<file path="src/rtl/async_pipeline_n_if.sv">
// Bundled-data req/ack bus: upstream and downstream handshakes plus status of one pipeline.
// master drives requests, upstream data and downstream acks; slave is the pipeline itself.
interface async_pipeline_n_if #(
    parameter int DATA_W = 3,
    parameter int STAGES = 3
);
    localparam int OCC_W = $clog2(STAGES + 1);

    logic              req_in;
    logic [DATA_W-1:0] data_in;
    logic              ack_out;
    logic              req_out;
    logic [DATA_W-1:0] data_out;
    logic              ack_in;
    logic [OCC_W-1:0]  occupancy;
    logic              proto_err;

    modport master (
        output req_in, data_in, ack_in,
        input  ack_out, req_out, data_out, occupancy, proto_err
    );

    modport slave (
        input  req_in, data_in, ack_in,
        output ack_out, req_out, data_out, occupancy, proto_err
    );
endinterface

</file>
<file path="src/rtl/async_pipeline_n.sv">
// Clocked req/ack pipeline of STAGES registers, 2-phase or 4-phase; token reaches req_out STAGES-1 edges after accept.
// Backpressure: a full first stage freezes ack_out; a token moves only into a stage empty at edge start.
module async_pipeline_n #(
    parameter int DATA_W = 3,
    parameter int STAGES = 3,
    parameter int MODE   = 0
) (
    input  logic            clk,
    input  logic            rst,
    async_pipeline_n_if.slave bus
);
    localparam int OCC_W = $clog2(STAGES + 1);
    localparam int LAST  = STAGES - 1;

    logic [STAGES-1:0] full, full_n;
    logic [DATA_W-1:0] data   [STAGES];
    logic [DATA_W-1:0] data_n [STAGES];
    logic              ack_q, ack_n;
    logic              req_q, req_n;
    logic              ack_in_q, req_in_q;
    logic              err_q, err_n;
    logic [OCC_W-1:0]  occ_q, occ_n;
    logic              in_tok, accept, complete, last_blk, load_last;

    always_comb begin
        full_n    = full;
        data_n    = data;
        ack_n     = ack_q;
        req_n     = req_q;
        load_last = 1'b0;

        in_tok   = (MODE == 0) ? (bus.req_in != ack_q) : (bus.req_in & ~ack_q);
        // 4-phase: the last stage may not be reloaded until the consumer has returned ack to zero
        last_blk = (MODE != 0) && bus.ack_in;
        accept   = in_tok && !full[0] && !(STAGES == 1 && last_blk);
        complete = (MODE == 0) ? (full[LAST] && (bus.ack_in == req_q))
                               : (req_q && bus.ack_in);

        if (complete) begin
            full_n[LAST] = 1'b0;
            if (MODE != 0)
                req_n = 1'b0;
        end

        if (accept) begin
            data_n[0] = bus.data_in;
            full_n[0] = 1'b1;
            ack_n     = ~ack_q;
            if (STAGES == 1)
                load_last = 1'b1;
        end else if (MODE != 0 && !bus.req_in && ack_q) begin
            ack_n = 1'b0;
        end

        for (int i = 0; i < STAGES - 1; i++) begin
            if (full[i] && !full[i+1] && !((i + 1 == LAST) && last_blk)) begin
                data_n[i+1] = data[i];
                full_n[i+1] = 1'b1;
                full_n[i]   = 1'b0;
                if (i + 1 == LAST)
                    load_last = 1'b1;
            end
        end

        if (load_last)
            req_n = (MODE == 0) ? ~req_q : 1'b1;

        if (MODE == 0)
            err_n = err_q | ((bus.ack_in != ack_in_q) && (req_q == ack_in_q));
        else
            err_n = err_q | (req_in_q && !bus.req_in && !ack_q)
                          | (bus.ack_in && !ack_in_q && !req_q);

        occ_n = '0;
        for (int i = 0; i < STAGES; i++)
            occ_n = occ_n + OCC_W'(full_n[i]);
    end

    always_ff @(posedge clk) begin
        if (rst) begin
            full     <= '0;
            for (int i = 0; i < STAGES; i++)
                data[i] <= '0;
            ack_q    <= 1'b0;
            req_q    <= 1'b0;
            ack_in_q <= 1'b0;
            req_in_q <= 1'b0;
            err_q    <= 1'b0;
            occ_q    <= '0;
        end else begin
            full     <= full_n;
            data     <= data_n;
            ack_q    <= ack_n;
            req_q    <= req_n;
            ack_in_q <= bus.ack_in;
            req_in_q <= bus.req_in;
            err_q    <= err_n;
            occ_q    <= occ_n;
        end
    end

    assign bus.ack_out   = ack_q;
    assign bus.req_out   = req_q;
    assign bus.data_out  = data[LAST];
    assign bus.occupancy = occ_q;
    assign bus.proto_err = err_q;
endmodule

</file>
<file path="src/flat_wrapper.sv">
// flat-port wrapper written by rule: the top's interface ports become plain ports
module async_pipeline_n_flat 
#(
    parameter int DATA_W = 3,
    parameter int STAGES = 3,
    parameter int MODE   = 0
)
  (clk, rst, bus_req_in, bus_data_in, bus_ack_in, bus_ack_out, bus_req_out, bus_data_out, bus_occupancy, bus_proto_err);
  async_pipeline_n_if #(.DATA_W(DATA_W), .STAGES(STAGES)) bus_i ();
  input  logic clk;
  input  logic rst;
  input wire logic [$bits(bus_i.req_in)-1:0] bus_req_in;
  input wire logic [$bits(bus_i.data_in)-1:0] bus_data_in;
  input wire logic [$bits(bus_i.ack_in)-1:0] bus_ack_in;
  output wire logic [$bits(bus_i.ack_out)-1:0] bus_ack_out;
  output wire logic [$bits(bus_i.req_out)-1:0] bus_req_out;
  output wire logic [$bits(bus_i.data_out)-1:0] bus_data_out;
  output wire logic [$bits(bus_i.occupancy)-1:0] bus_occupancy;
  output wire logic [$bits(bus_i.proto_err)-1:0] bus_proto_err;
  assign bus_i.req_in = bus_req_in;
  assign bus_i.data_in = bus_data_in;
  assign bus_i.ack_in = bus_ack_in;
  assign bus_ack_out = bus_i.ack_out;
  assign bus_req_out = bus_i.req_out;
  assign bus_data_out = bus_i.data_out;
  assign bus_occupancy = bus_i.occupancy;
  assign bus_proto_err = bus_i.proto_err;
  async_pipeline_n #(.DATA_W(DATA_W), .STAGES(STAGES), .MODE(MODE)) u_core (.clk(clk), .rst(rst), .bus(bus_i));
endmodule
</file>
<file path="config.mk">
export PLATFORM = sky130hd
export DESIGN_NAME = async_pipeline_n_flat
export DESIGN_NICKNAME = d
export VERILOG_FILES = /design/src/rtl/async_pipeline_n_if.sv /design/src/rtl/async_pipeline_n.sv /design/src/flat_wrapper.sv
export SDC_FILE = /design/constraint.sdc
export NUM_CORES = 1
export LEC_CHECK = 0
export CAP_MARGIN = 15
export CORE_MARGIN = 8
export CORE_UTILIZATION = 47
export DETAILED_ROUTE_END_ITERATION = 8
export PLACE_DENSITY_LB_ADDON = 0.3
export SYNTH_ARGS = -nofsm -noshare
export SYNTH_HDL_FRONTEND = slang
export SYNTH_SLANG_ARGS = --single-unit
</file>
<file path="constraint.sdc">
create_clock -name clk -period 1.9 [get_ports clk]
set_clock_uncertainty 0.15 [all_clocks]
set_input_delay 0.38 -clock clk [delete_from_list [all_inputs] [get_ports clk]]
set_output_delay 0.38 -clock clk [all_outputs]
set_load 0.03 [all_outputs]
</file>
==> flow_metrics.tcl, run 1 <==
# yosys + openroad results
set metrics [dict create \
    outcome "complete, no violations" \
    logic_family "simple AND/OR/NAND/NOR gates" \
    crit_path_end_kind "output pin" \
    fillers 134 \
    synth_cell_types 19 \
    cts-root-buf "clkbuf_4" \
    arrival_ns 1.30 \
    drc 0 \
    die-area_sq_mm 0.00297 \
    clockBufferDepth 2 \
    cts_max_level 1 \
    drive_above_1_share_pct 11.6 \
    cp_slowest_cell "clkdlybuf4s50_1" \
    r2r-start "u_core.bus.req_out" \
    antenna_found_initial 0 \
    fp-utilization_pct 47.8 \
    path_buffers 1 \
    synth-seq-cells 18 \
    crit_end "bus_data_out[2]" \
    ys_cells 69 \
    simple_gate_share_pct 16.5 \
    logic_gate_count 44 \
    hold_start "u_core.bus.proto_err" \
    mostFrequentLayoutCell "dfxtp_1" \
    fp_nets 77 \
    netlist_instances 69 \
    die_y_microns 54.5 \
    postSynthSeqShare_pct 51.8 \
    cp_top_family "buffers and inverters" \
    r2r-end "u_core.bus.occupancy[0]" \
    logic_area_sq_um 290 \
    viasPerCell 4.91 \
    grt_setup_unrepaired "no" \
    diodes 0 \
    fmax_mhz 546 \
    slowest_delay_ns 0.67 \
    period_needed_ns 1.83 \
    synth_area_sq_um 696 \
    num_vias 501 \
    whs_ns 0.333 \
    slew_headroom_pct 76.8 \
    synth.avg_cell_area_sq_um 10.1 \
    nonClkBufAreaFrac_pct 20.5 \
    first_global_vias 451 \
    drt_iter0_drc 5 \
    drtPass1Iterations 2 \
    mux_share_pct 10.1 \
    grt_use_total_pct 8.87 \
    final_cell_mix "dfxtp_1, nor2_1, clkdlybuf4s50_1" \
    power_leakage_uw 0.000395 \
    power_density_mw_per_mm2 933 \
    min_to "u_core.bus.proto_err" \
    grt_pass1_wl_microns 1860 \
    sh_seq_area_pct 40.5 \
    r2r_slack_ns 0.26 \
    grt_max_degree 19 \
    final_hold_viol_count 0 \
    tightestPinTransition_ns 0.345 \
    worst_setup_path_start_kind "flop" \
    clock_cell_area_share_pct 4.08 \
    worstPathMaxFanout 2 \
    clock_buffers 4 \
    yosys.area_share.adder_pct 2.88 \
    r2r_cells 4 \
    numClockSinks 18 \
    post_drt_wl_per_cell_microns 11.1 \
    inv_count 0 \
    nWellTaps 16 \
    yosys_area_sq_um 696 \
    drv_cap 0 \
    regMostFlops "u_core.data" \
    sh_comb_area_pct 32.6 \
    warnings 26 \
    fin_nets 95 \
    cp_num_cells 1 \
    cts_tree "built" \
    setup.worst_path.start "u_core.bus.data_out[2]" \
    io_pins 15 \
    regArea_sq_um 360 \
    power_uw 830 \
    largest_register_ffs 6 \
    required_ns 1.37 \
    routed_wl_microns 1130 \
    worstPathCellList "clkdlybuf4s50_1" \
    path_class "reg2out" \
    finalSetupViolations 0 \
    die-width_microns 54.5 \
    finalCritPeriodShare_pct 96.4 \
    clkLatencyLatePin_ns 0.29 \
    finalMaxSlewViolations 0 \
    flops 18 \
    ant_nets 0 \
    largestClassByArea "sequential cells" \
    cts_buffers 3 \
    overflow 0 \
    clk_pin_slew_ns 0.10 \
    yosys.area_share.xor_xnor_pct 5.04 \
    hold_class "reg2reg" \
    ir_drop_mv 0.752 \
    gp_congestion 0.722 \
    min_path_cells 2 \
    compound_area_share_pct 7.19 \
    yosysWarnings 0 \
    port_buffers 14 \
]
[run 1: synthesized netlist by cell type]
library cell  instances  area share [%]
a21boi_0              1             1.1
a21boi_1              1             1.1
a21oi_1               3             2.2
and3b_1               1             1.3
buf_2                 3             2.2
buf_4                 4             4.3
dfxtp_1              18              52
fa_1                  1             2.9
mux2i_1               7              10
nand2b_1              2             1.8
nand3b_1              3             3.2
nor2_1               14             7.6
nor2b_1               1            0.90
nor3_1                1            0.72
nor3b_1               1             1.1
o21ai_0               3             2.2
o21ai_1               1            0.72
xnor2_1               1             1.3
xor2_1                3             3.8
[run 1: where the power goes]
group / leakage (uW) / switching (uW) / internal [uW]
logic: 0.000226 / 89.7 / 86.3
registers: 0.000147 / 16.7 / 408
clock network: 0.0000210 / 113 / 117
[run 1: per-stage QoR]
| step | TNS, ns | instance area [sq um] | util (%) | std cells | worst slack [ns] |
|---|---|---|---|---|---|
| after floorplan | 0 | 696 | - | 69 | 0.114 |
| after global placement | -0.214 | 856 | 58.9 | 98 | -0.207 |
| after detailed placement | -0.238 | 856 | 58.9 | 98 | -0.225 |
| after CTS | 0 | 890 | 61.2 | 102 | 0.0496 |
| after global routing | 0 | 890 | 61.2 | 102 | 0.00304 |
| final | 0 | 890 | 61.2 | 102 | 0.0683 |
[run 1: timing repair]
action / CTS / global route
buffers inserted: 0 / 0
endpoints found under the setup margin: 2 / 0
hold buffers: 0 / 0
resized: 2 / 0
[run 1: metal layers]
metal | vias up | routed length, microns | GRT usage (%)
met5 | - | 0 | 0
met4 | 0 | 44 | 8.61
met3 | 5 | 85 | 3.26
met2 | 12 | 477 | 11.8
met1 | 227 | 523 | 10.5
li1 | 257 | - | -
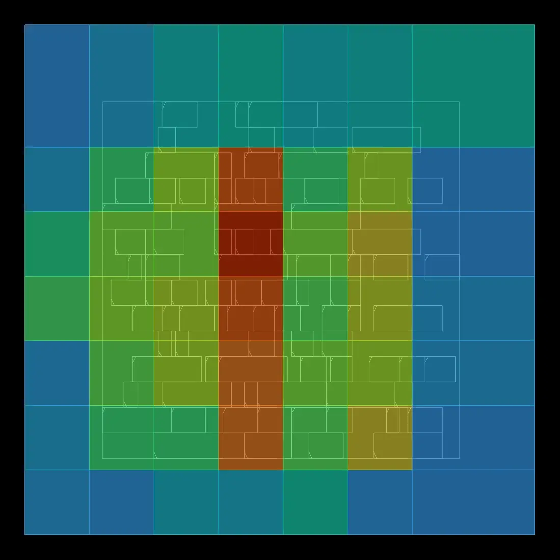
*Routing congestion map, run 1*
most utilized layer in the global route result: met2
post-layout util: 61.2%
Global Route met3 Usage: 3.26%

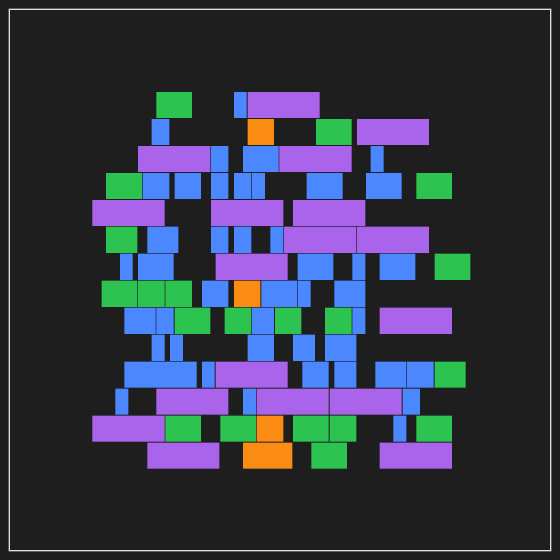
*Placed cells, one colour a class, run 1*
Green shows other buffers and delay cells, cells 20. Blue shows combinational and other logic, cells 44. Purple shows flops, cells 18. Orange shows clock drivers and dummy loads, cells 4.
post-route design area: 890 sq um
FP Rows: 14
core box area: 0.00145 sq mm

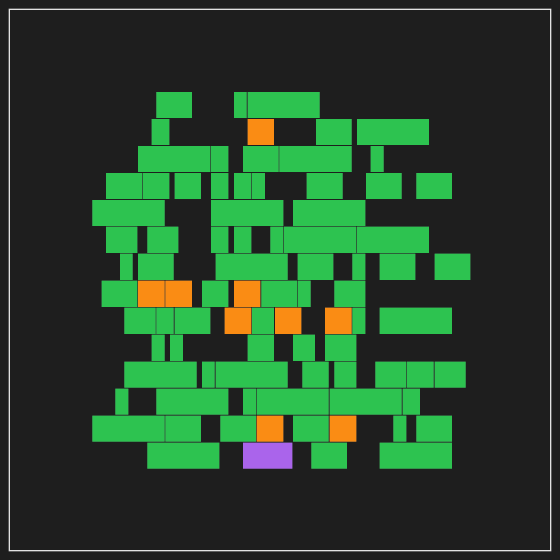
*Sizing map, run 1*
Orange shows _3 and _4 cells, cells 9. Purple shows _6 and larger, cells 1. Green shows _0 and _1 cells, cells 76.
area delta synth->final: 27.9%
final worst-path setup slack: 0.0683 ns
Buffers, non-clock: 20

==> inputs of run 2 (changes only) <==
--- a/config.mk
+++ b/config.mk
@@ -5,10 +5,13 @@
 export SDC_FILE = /design/constraint.sdc
 export NUM_CORES = 1
 export LEC_CHECK = 0
+export ABC_AREA = 1
 export CAP_MARGIN = 15
-export CORE_MARGIN = 8
-export CORE_UTILIZATION = 47
+export CORE_AREA = 8 8 45 47
+export CTS_CLUSTER_DIAMETER = 40
 export DETAILED_ROUTE_END_ITERATION = 8
+export DIE_AREA = 0 0 53 55
+export DONT_BUFFER_PORTS = 1
 export PLACE_DENSITY_LB_ADDON = 0.3
 export SYNTH_ARGS = -nofsm -noshare
 export SYNTH_HDL_FRONTEND = slang
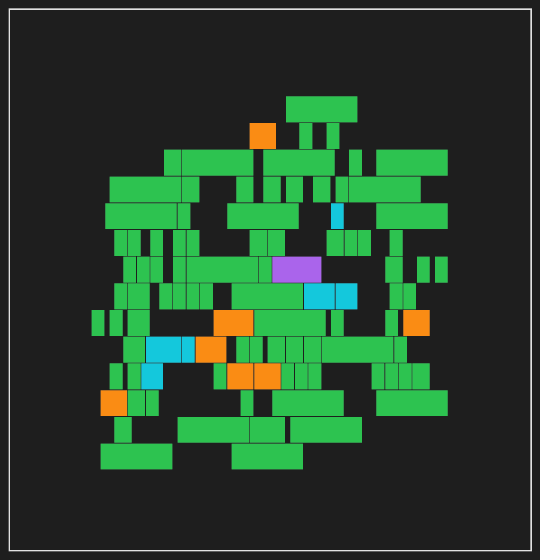
*Sizing map, run 2*
post-route design area: 788 sq um
final worst-path setup slack: 0.296 ns
Buffers, non-clock: 3
area delta synth->final: 6.96%

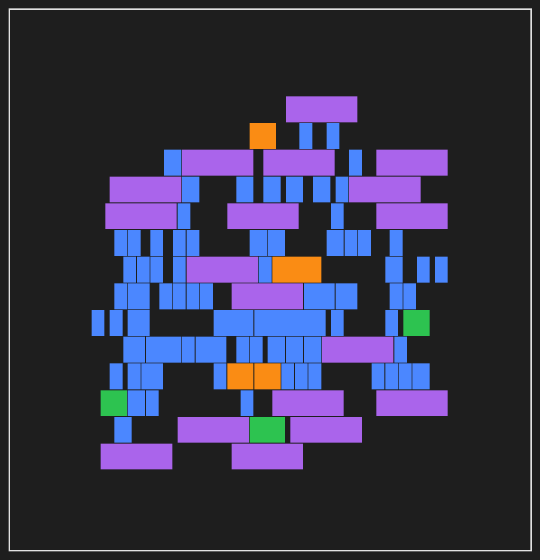
*Placed cells, one colour a class, run 2*
Green shows other buffers and delay cells, cells 3. Purple shows flops, cells 18. Blue shows combinational and other logic, cells 73. Orange shows clock drivers and dummy loads, cells 4.
Seq/total area: 45.7%
core box area: 0.00138 sq mm

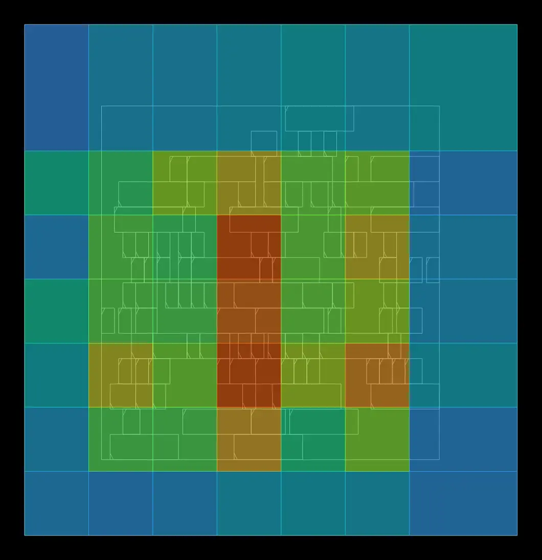
*Routing congestion map, run 2*
met1 Use GR: 9.55%
post-layout util: 57.0%
Avg WL per Cell: 10.3 microns

==> flow_metrics.tcl, run 2 <==
# yosys + openroad results
set metrics [dict create \
    finalCritPeriodShare_pct 84.4 \
    yosys_area_sq_um 737 \
    ys_cells 95 \
    die-width_microns 53 \
    required_ns 1.93 \
    cts-root-buf "clkbuf_4" \
    combPwrFrac_pct 15.9 \
    r2r-start "u_core.bus.ack_out" \
    ff_type "dfxtp_1" \
    async_flop_share_pct 0 \
    io_pins 15 \
    finalSetupViolations 0 \
    p_sw_share_pct 30.3 \
    ant_nets 0 \
    routed_wl_microns 1180 \
    die_y_microns 55 \
    synth-seq-cells 18 \
    synth_area_sq_um 737 \
    yosysWarnings 0 \
    clockPowerShare_pct 27.2 \
    num_vias 536 \
    port_buffers 0 \
    hold_class "in2reg" \
    clkLatencyLatePin_ns 0.29 \
    overflow 0 \
    common_cells "dfxtp_1, inv_1, nor2_1" \
    slew_headroom_pct 78.0 \
    setup.worst_path.start "u_core.bus.ack_out" \
    r2r_cells 6 \
    pwr-share-seq_pct 56.9 \
    first_global_vias 514 \
    cts.repair.resized 0 \
    worst_setup_path_start_kind "flop" \
    synth_cell_types 16 \
    hold_buffers 1 \
    fp_nets 103 \
    tightestPinTransition_ns 0.330 \
    top_cell "dfxtp_1" \
    p_sw_uw 256 \
    gp_congestion 0.746 \
    arrival_ns 1.64 \
    p_seq_uw 482 \
    pg_clk_uw 231 \
    drv_cap 0 \
    postSynthSeqShare_pct 48.9 \
    final_cell_mix "dfxtp_1, inv_1, nor2_1" \
    finalMaxSlewViolations 0 \
    dpl.hpwl_microns 915 \
    die-area_sq_mm 0.00292 \
    drc 0 \
    clk_pin_slew_ns 0.09 \
    worstPathMaxFanout 4 \
    crit_path_end_kind "flop" \
    drt_iter0_drc 12 \
    p_comb_uw 135 \
    grt_setup_unrepaired "no" \
    antenna_found_initial 0 \
    path_class "reg2reg" \
    netlist_instances 95 \
    power_leakage_uw 0.000383 \
    cts_buffers 3 \
    edf_count 0 \
    grt_max_degree 13 \
    cts_max_level 1 \
    final_hold_viol_count 0 \
    power_leader "registers" \
    internal_power_uw 591 \
    grt_pass1_wl_microns 1990 \
    drive_above_1_share_pct 14.3 \
    grt_use_total_pct 9.28 \
    outcome "complete, no violations" \
    period_needed_ns 1.60 \
    top_area_share_pct 48.9 \
    ir_drop_mv 0.549 \
    diodes 0 \
    fp-utilization_pct 53.3 \
    regMostFlops "u_core.data" \
    synth_top_cell_by_area "dfxtp_1" \
    power_density_mw_per_mm2 1070 \
    warnings 26 \
    clockBufferDepth 2 \
    rows 14 \
    cts_setup_buffers 0 \
    numClockSinks 18 \
    setup-tns-final_ns 0 \
    cts_tree "built" \
    fin_nets 107 \
    hold_start "bus_ack_in" \
    viasPerCell 4.70 \
    min_path_cells 2 \
    mostFrequentLayoutCell "dfxtp_1" \
    fmax_mhz 623 \
    power_uw 847 \
    drtPass1Iterations 2 \
    synth.avg_cell_area_sq_um 7.76 \
    area_leaders "dfxtp_1, inv_1, nor2_1" \
    pre_cts_slack_ns 0.285 \
    largest_register_ffs 6 \
]
## run 2: cell types whose count changed after synthesis, sizes merged, moves of 3 or more
cell,before,now
xor2,3,0
buf,7,4
nor2,14,17
nand4,0,3
o21ai,4,10
nand2,0,14
mux2i,7,0
nand3b,3,0
a21oi,3,6
inv,0,19
## run 2: logic make-up (layout without fill, tap and decap cells)
logic type / count (synthesis) / count (layout) / share of synthesized area (%)
buf+inv: 23 / 26 / 13.8
simple gates: 37 / 37 / 23.3
fa+ha+maj: 1 / 1 / 2.72
flops: 18 / 18 / 48.9
compound gates: 16 / 16 / 11.4
## run 2: final timing paths
kind	endpoint	slack, ns
setup reg to reg	u_core.bus.occupancy[0]	0.30
hold reg to reg	u_core.data[4]	0.31
hold / removal	u_core.ack_in_q	0.08
setup / recovery	u_core.bus.occupancy[0]	0.30
## run 2: stage by stage
| stage | hold WS [ns] | area [sq um] | instances |
|---|---|---|---|
| final | 0.0815 | 788 | 114 |
| after global routing | 0.0777 | 788 | 114 |
| after CTS | 0.0736 | 788 | 114 |
| after detailed placement | 0.299 | 742 | 109 |
| after global placement | 0.298 | 742 | 109 |
| after floorplan | 0.279 | 737 | 95 |
## run 2: layer usage
layer | up-vias | global-route usage, % | wire (microns)
met5 | - | 0 | 0
met4 | 0 | 9.05 | 47
met3 | 4 | 2.94 | 81
met2 | 13 | 14.6 | 483
met1 | 225 | 9.55 | 564
li1 | 294 | - | -
## run 2: critical path: stages (launching register included)
cell and delay [ns]:
dfxtp_1 0.37, inv_1 0.07, nand2_2 0.09, nand3_2 0.10
and2_4 0.16, fa_1 0.53, nor2_1 0.04
## run 2: area by class of cell
class                   instances  area (sq um)
well taps                      16          20.0
clock buffers                   4          36.3
flip-flops and latches         18           360
inverters                      19          71.3
repair buffers                  3          25.0
fillers                       134           596
multi-input cells              54           275
Power figures rest on the tool's default switching activity, not on a simulated workload.
